Figure 1. Cell sizes after repair (run 1).
The bar under the picture is 50 um long.
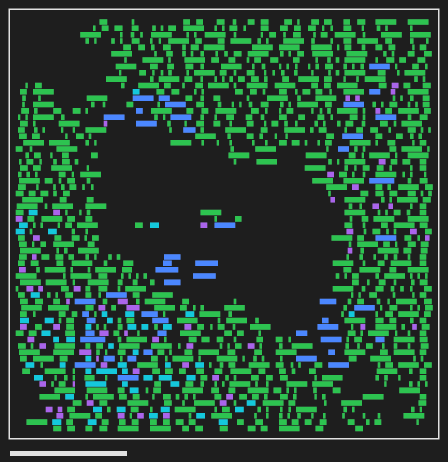
Figure 2. Where the registers sit (run 1).
The bar under the picture is 50 um long.
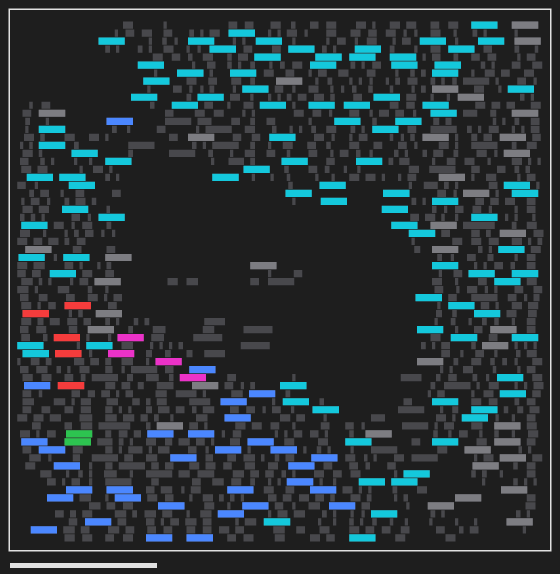
Figure 3. Clock distribution (run 1).
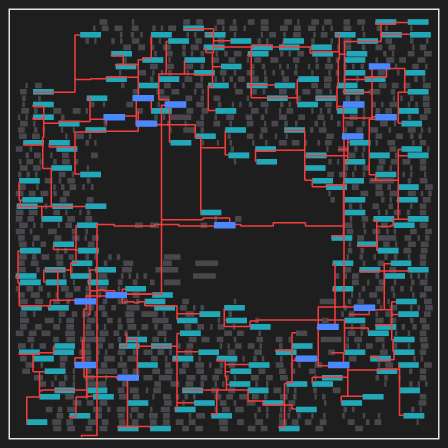
## src/rtl/id_pkg.sv

```systemverilog
// Shared types and constants for the decode-stage issue sequencer.
package id_pkg;

    localparam int REG_W   = 5;
    localparam int INSTR_W = 32;

    typedef enum logic [1:0] {
        RUN     = 2'd0,
        DRAIN   = 2'd1,
        SIGNAL  = 2'd2,
        RELEASE = 2'd3
    } id_state_e;

    // Fixed-width part of the ID/EXE register; the payload travels beside it.
    typedef struct packed {
        logic               valid;
        logic [INSTR_W-1:0] instr;
        logic [INSTR_W-1:0] pc;
        logic [REG_W-1:0]   write_reg;
        logic               reg_write;
        logic               mem_read;
    } id_ctrl_t;

    // A bubble is an all-zero ID/EXE entry.
    localparam id_ctrl_t BUBBLE = '0;

endpackage

```

## src/rtl/id_hazard_unit.sv

```systemverilog
// Load-use compare between the instruction in ID/EXE and the one being decoded.
module id_hazard_unit
    import id_pkg::*;
(
    input  logic             valid,
    input  logic             mem_read,
    input  logic [REG_W-1:0] write_reg,
    input  logic [REG_W-1:0] reg_a,
    input  logic [REG_W-1:0] reg_b,
    input  logic             uses_b,
    output logic             hazard
);

    // Register 0 is never a real producer, so it is excluded up front.
    assign hazard = valid && mem_read && (write_reg != '0) &&
                    ((reg_a == write_reg) || (uses_b && (reg_b == write_reg)));

endmodule

```

## src/rtl/id_issue_ctrl.sv

```systemverilog
// Decode-stage issue sequencer: owns the ID/EXE register, drains the pipe
// around serialising instructions and raises SYS for the simulator.
// Build option: ID_LOAD_USE_INTERLOCK_EN adds the load-use interlock.
//
// state   | meaning
// --------+--------------------------------------------------------
// RUN     | normal issue; bubbles on no input or load-use hazard
// DRAIN   | bubbles after a serialiser while drain_cnt counts down
// SIGNAL  | one bubble cycle that loads SYS from the latched notify
// RELEASE | SYS cleared, one bubble, back to RUN
module id_issue_ctrl
    import id_pkg::*;
#(
    parameter int PAYLOAD_W        = 96,
    parameter int DRAIN_CYCLES     = 3,
    parameter int LOAD_USE_BUBBLES = 1
) (
    input  logic                 CLK,
    input  logic                 RESET,
    input  logic                 in_valid,
    output logic                 in_ready,
    input  logic [INSTR_W-1:0]   Instr_IN,
    input  logic [INSTR_W-1:0]   Instr_PC_IN,
    input  logic [PAYLOAD_W-1:0] Payload_IN,
    input  logic [REG_W-1:0]     RegA_IN,
    input  logic [REG_W-1:0]     RegB_IN,
    input  logic                 UsesB_IN,
    input  logic [REG_W-1:0]     WriteReg_IN,
    input  logic                 RegWrite_IN,
    input  logic                 MemRead_IN,
    input  logic                 Serialize_IN,
    input  logic                 NotifySim_IN,
    input  logic                 out_ready,
    output logic                 out_valid,
    output logic [INSTR_W-1:0]   Instr_OUT,
    output logic [INSTR_W-1:0]   Instr_PC_OUT,
    output logic [PAYLOAD_W-1:0] Payload_OUT,
    output logic [REG_W-1:0]     WriteReg_OUT,
    output logic                 RegWrite_OUT,
    output logic                 MemRead_OUT,
    output logic                 SYS,
    output logic                 WANT_FREEZE
);

    if (DRAIN_CYCLES < 1 || DRAIN_CYCLES > 15) begin : g_bad_drain
        $error("DRAIN_CYCLES must be in 1..15");
    end
    if (LOAD_USE_BUBBLES < 1 || LOAD_USE_BUBBLES > 3) begin : g_bad_lub
        $error("LOAD_USE_BUBBLES must be in 1..3");
    end

    id_state_e              state, state_n;
    logic [3:0]             drain_cnt, drain_n;
    logic                   notify_q, notify_n;
    logic                   sys_q, sys_n;
    id_ctrl_t               ctrl_q, ctrl_n;
    logic [PAYLOAD_W-1:0]   payload_q, payload_n;
    logic                   hazard;
    logic                   hz_busy;
    logic                   accept;

`ifdef ID_LOAD_USE_INTERLOCK_EN
    logic       hazard_raw;
    logic [1:0] hz_cnt;

    id_hazard_unit u_hazard (
        .valid     (ctrl_q.valid),
        .mem_read  (ctrl_q.mem_read),
        .write_reg (ctrl_q.write_reg),
        .reg_a     (RegA_IN),
        .reg_b     (RegB_IN),
        .uses_b    (UsesB_IN),
        .hazard    (hazard_raw)
    );

    assign hazard  = hazard_raw && (state == RUN);
    assign hz_busy = (hz_cnt != 2'd0);

    // Extra interlock bubbles beyond the first one that the hazard itself inserts.
    always_ff @(posedge CLK or negedge RESET) begin
        if (!RESET) begin
            hz_cnt <= 2'd0;
        end else if (out_ready && (state == RUN)) begin
            if (hazard) begin
                hz_cnt <= 2'(LOAD_USE_BUBBLES - 1);
            end else if (hz_busy) begin
                hz_cnt <= hz_cnt - 2'd1;
            end
        end
    end
`else
    // EXE forwarding covers load-use; source operands are not needed here.
    logic unused_hz;
    assign unused_hz = ^{RegA_IN, RegB_IN, UsesB_IN};
    assign hazard    = 1'b0;
    assign hz_busy   = 1'b0;
`endif

    assign in_ready    = RESET && out_ready && (state == RUN) && !hazard && !hz_busy;
    assign accept      = in_valid && in_ready;
    assign WANT_FREEZE = RESET && (((state == RUN) && in_valid && Serialize_IN) ||
                                   (state == DRAIN) || (state == SIGNAL));

    // Next-state and next ID/EXE contents, assuming the stage advances.
    always_comb begin
        state_n   = state;
        drain_n   = drain_cnt;
        notify_n  = notify_q;
        sys_n     = 1'b0;
        ctrl_n    = BUBBLE;
        payload_n = '0;
        unique case (state)
            RUN: begin
                if (accept) begin
                    ctrl_n.valid     = 1'b1;
                    ctrl_n.instr     = Instr_IN;
                    ctrl_n.pc        = Instr_PC_IN;
                    ctrl_n.write_reg = WriteReg_IN;
                    ctrl_n.reg_write = RegWrite_IN && (WriteReg_IN != '0);
                    ctrl_n.mem_read  = MemRead_IN;
                    payload_n        = Payload_IN;
                    if (Serialize_IN) begin
                        // Still travels to MEM for the cache flush, but writes nothing.
                        ctrl_n.reg_write = 1'b0;
                        ctrl_n.mem_read  = 1'b0;
                        notify_n         = NotifySim_IN;
                        drain_n          = 4'(DRAIN_CYCLES);
                        state_n          = DRAIN;
                    end
                end
            end
            DRAIN: begin
                drain_n = drain_cnt - 4'd1;
                if (drain_cnt <= 4'd1) begin
                    drain_n = 4'd0;
                    state_n = SIGNAL;
                end
            end
            SIGNAL: begin
                sys_n   = notify_q;
                state_n = RELEASE;
            end
            RELEASE: begin
                notify_n = 1'b0;
                state_n  = RUN;
            end
            default: state_n = RUN;
        endcase
    end

    // ID/EXE register, FSM and drain counter; everything holds while EXE stalls.
    always_ff @(posedge CLK or negedge RESET) begin
        if (!RESET) begin
            state     <= RUN;
            drain_cnt <= 4'd0;
            notify_q  <= 1'b0;
            sys_q     <= 1'b0;
            ctrl_q    <= BUBBLE;
            payload_q <= '0;
        end else if (out_ready) begin
            state     <= state_n;
            drain_cnt <= drain_n;
            notify_q  <= notify_n;
            sys_q     <= sys_n;
            ctrl_q    <= ctrl_n;
            payload_q <= payload_n;
        end
    end

    assign out_valid    = ctrl_q.valid;
    assign Instr_OUT    = ctrl_q.instr;
    assign Instr_PC_OUT = ctrl_q.pc;
    assign WriteReg_OUT = ctrl_q.write_reg;
    assign RegWrite_OUT = ctrl_q.reg_write;
    assign MemRead_OUT  = ctrl_q.mem_read;
    assign Payload_OUT  = payload_q;
    assign SYS          = sys_q;

endmodule

```

## config.mk

```make
export PLATFORM = sky130hd
export DESIGN_NAME = id_issue_ctrl
export DESIGN_NICKNAME = d
export VERILOG_FILES = /design/src/rtl/id_pkg.sv /design/src/rtl/id_hazard_unit.sv /design/src/rtl/id_issue_ctrl.sv
export SDC_FILE = /design/constraint.sdc
export NUM_CORES = 1
export LEC_CHECK = 0
export ABC_CLOCK_PERIOD_IN_PS = 2250
export CAP_MARGIN = 30
export CELL_PAD_IN_SITES_DETAIL_PLACEMENT = 2
export CELL_PAD_IN_SITES_GLOBAL_PLACEMENT = 2
export CORE_MARGIN = 2
export CORE_UTILIZATION = 22
export CTS_BUF_LIST = sky130_fd_sc_hd__clkbuf_4 sky130_fd_sc_hd__clkbuf_8 sky130_fd_sc_hd__clkbuf_16
export CTS_CLUSTER_DIAMETER = 150
export CTS_CLUSTER_SIZE = 8
export DETAILED_ROUTE_END_ITERATION = 7
export GPL_ROUTABILITY_DRIVEN = 0
export PLACE_DENSITY = 0.81
export SETUP_SLACK_MARGIN = 0.3
export SYNTH_ARGS = -nofsm -noshare
export SYNTH_HDL_FRONTEND = slang
export SYNTH_SLANG_ARGS = --single-unit
```

## constraint.sdc

```tcl
create_clock -name CLK -period 2.25 [get_ports CLK]
set_clock_uncertainty 0.15 [all_clocks]
set_input_delay 0.45 -clock CLK [delete_from_list [all_inputs] [get_ports CLK]]
set_output_delay 0.45 -clock CLK [all_outputs]
set_load 0.02 [all_outputs]
```

==> results.txt, run 1 <==
final hold vios = 6
total number of vias = 6658
CTS buffer count = 17
bufs w/o clock = 372
reg-to-reg slack, setup = 0.13 ns
dominant register cell = dfrtp_1
Yosys Instances = 767
yosys xor share = 0%
port buffer count = 343
core region area = 31640 um^2
DR vias/cell = 4.332
Final clock-cell share = 5.019%
Hold Worst Slack = -0.03547 ns
failing checks = hold timing
Chip Area = 33600 um^2
antenna cells = 1
initial drt markers = 243
number of global-route vias before repair = 7355
clk sinks = 176
f_max = 0.4465 GHz
fill cell count = 3441
dpl ws = -0.2918 ns
DR WL/cell = 19.45 um
yosys aoi share = 13.18%
number of max-cap violations = 0
Comb group = 2.33 mW
met2 WL = 15.90 mm
P_int = 6.248 mW
Mapped Cells = 767
simple share = 10.49%
Critical Path Source = state[1]
clk root buf = clkbuf_16
Worst Tran Pin Value = 0.8800 ns
Global Route met1 Usage = 18.38%
net switching power = 2.899 mW
H-tree depth = 4
cell taking the most area after synthesis = dfrtp_1
CP arrival = 1.64 ns
Sw Ratio = 31.69%
ANT nets after route = 0
outcome = complete, but fails checks
Back to the opening pictures, Figure 1:
Cyan stands for x3 and x4, cells 51, share 4.5%, most used nand2_4. Blue stands for x6 and larger, cells 47, share 4.1%, most used clkbuf_16. Green stands for x1 and smaller, cells 978, share 86%, most used dfrtp_1. Purple stands for x2, cells 58, share 5.1%, most used o21ai_2.

Back to the opening pictures, Figure 2:
Green stands for state, placed flops 2. Magenta stands for drain_cnt, placed flops 4. Blue stands for Instr_PC_OUT, placed flops 32. Red stands for WriteReg_OUT, placed flops 5, where west. Cyan stands for Payload_OUT, placed flops 96, where all over the die.

Back to the opening pictures, Figure 3:
Cyan stands for flip-flops, count 176. Blue stands for clock-net drivers, count 17. Red stands for clock wires, length 2830 um.
Position of the flops: all over the die.

## Run 2: what changed since run 1
--- a/config.mk
+++ b/config.mk
@@ -10,13 +10,14 @@
 export CELL_PAD_IN_SITES_DETAIL_PLACEMENT = 2
 export CELL_PAD_IN_SITES_GLOBAL_PLACEMENT = 2
 export CORE_MARGIN = 2
-export CORE_UTILIZATION = 22
-export CTS_BUF_LIST = sky130_fd_sc_hd__clkbuf_4 sky130_fd_sc_hd__clkbuf_8 sky130_fd_sc_hd__clkbuf_16
+export CORE_UTILIZATION = 23
+export CTS_BUF_LIST = sky130_fd_sc_hd__clkbuf_4
 export CTS_CLUSTER_DIAMETER = 150
 export CTS_CLUSTER_SIZE = 8
 export DETAILED_ROUTE_END_ITERATION = 7
 export GPL_ROUTABILITY_DRIVEN = 0
-export PLACE_DENSITY = 0.81
+export HOLD_SLACK_MARGIN = 0.06
+export PLACE_DENSITY = 0.84
 export SETUP_SLACK_MARGIN = 0.3
 export SYNTH_ARGS = -nofsm -noshare
 export SYNTH_HDL_FRONTEND = slang
==> results.txt, run 2 <==
final-layout clock buffer total = 18
number of global-route vias before repair = 7394
Chip Area = 32160 um^2
Resized cells post-CTS = 442
f_max = 0.4131 GHz
failing checks = setup timing
H-tree depth = 4
net switching power = 2.634 mW
core region area = 30430 um^2
simple share = 10.49%
met2 usage = 32.74%
fill cell count = 3411
initial drt markers = 203
bufs w/o clock = 392
Sw Ratio = 33.42%
final hold vios = 0
clk root buf = clkbuf_4
Mapped Cells = 767
Critical Path Source = state[0]
yosys xor share = 0%
dominant register cell = dfrtp_1
antenna cells = 3
cell taking the most area after synthesis = dfrtp_1
Worst Tran Pin Value = 0.9586 ns
dpl ws = -0.2690 ns
outcome = complete, but fails checks
Hold Worst Slack = 0.1223 ns
number of max-cap violations = 0
Global Route met1 Usage = 18.58%
yosys aoi share = 13.18%
port buffer count = 343
final setup fails = 1
CTS buffer count = 17
Top Ports = 355
reg-to-reg slack, setup = 0.42 ns
DR vias/cell = 4.257
ANT nets after route = 0
total number of vias = 6611
PnR worst setup slack = -0.1705 ns
DR WL/cell = 18.65 um
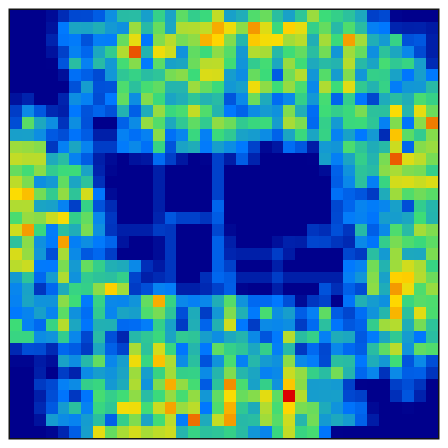
Figure 4: run 2, routed metal per tile.
The die is cut into 36 by 36 equal tiles; dark blue is low, red is high, scaled to the fullest tile. Values are wire area over tile area, all layers added.
The fullest tile reaches 0.44. 16% of the tiles are nearly empty. The emptiest ninth of the die: center. 23% of the tiles are over half the peak.

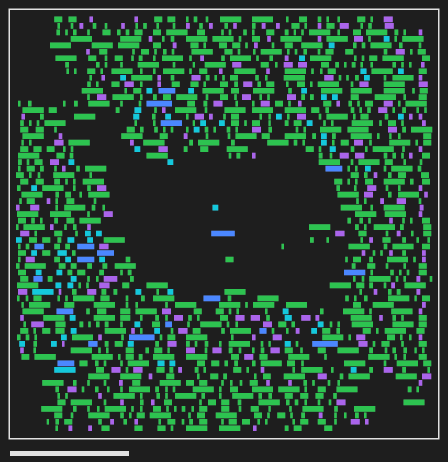
Figure 5: run 2, cell sizes after repair.
The bar under the picture is 50 um long.
Cyan stands for x3 and x4, cells 64, share 5.5%, most used buf_4. Purple stands for x2, cells 161, share 14%, most used clkbuf_2. Green stands for x1 and smaller, cells 910, share 79%, most used dfrtp_1. Blue stands for x6 and larger, cells 19, share 1.6%, most used buf_12.

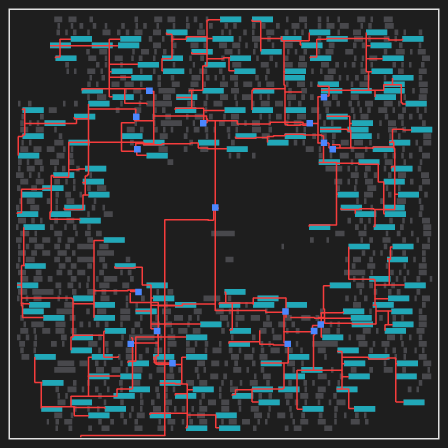
Figure 6: run 2, clock distribution.
Red stands for clock wires, length 2740 um. Cyan stands for flip-flops, count 176. Blue stands for clock-net drivers, count 17.
Position of the flops: all over the die.

Power figures rest on the tool's default switching activity, not on a simulated workload.
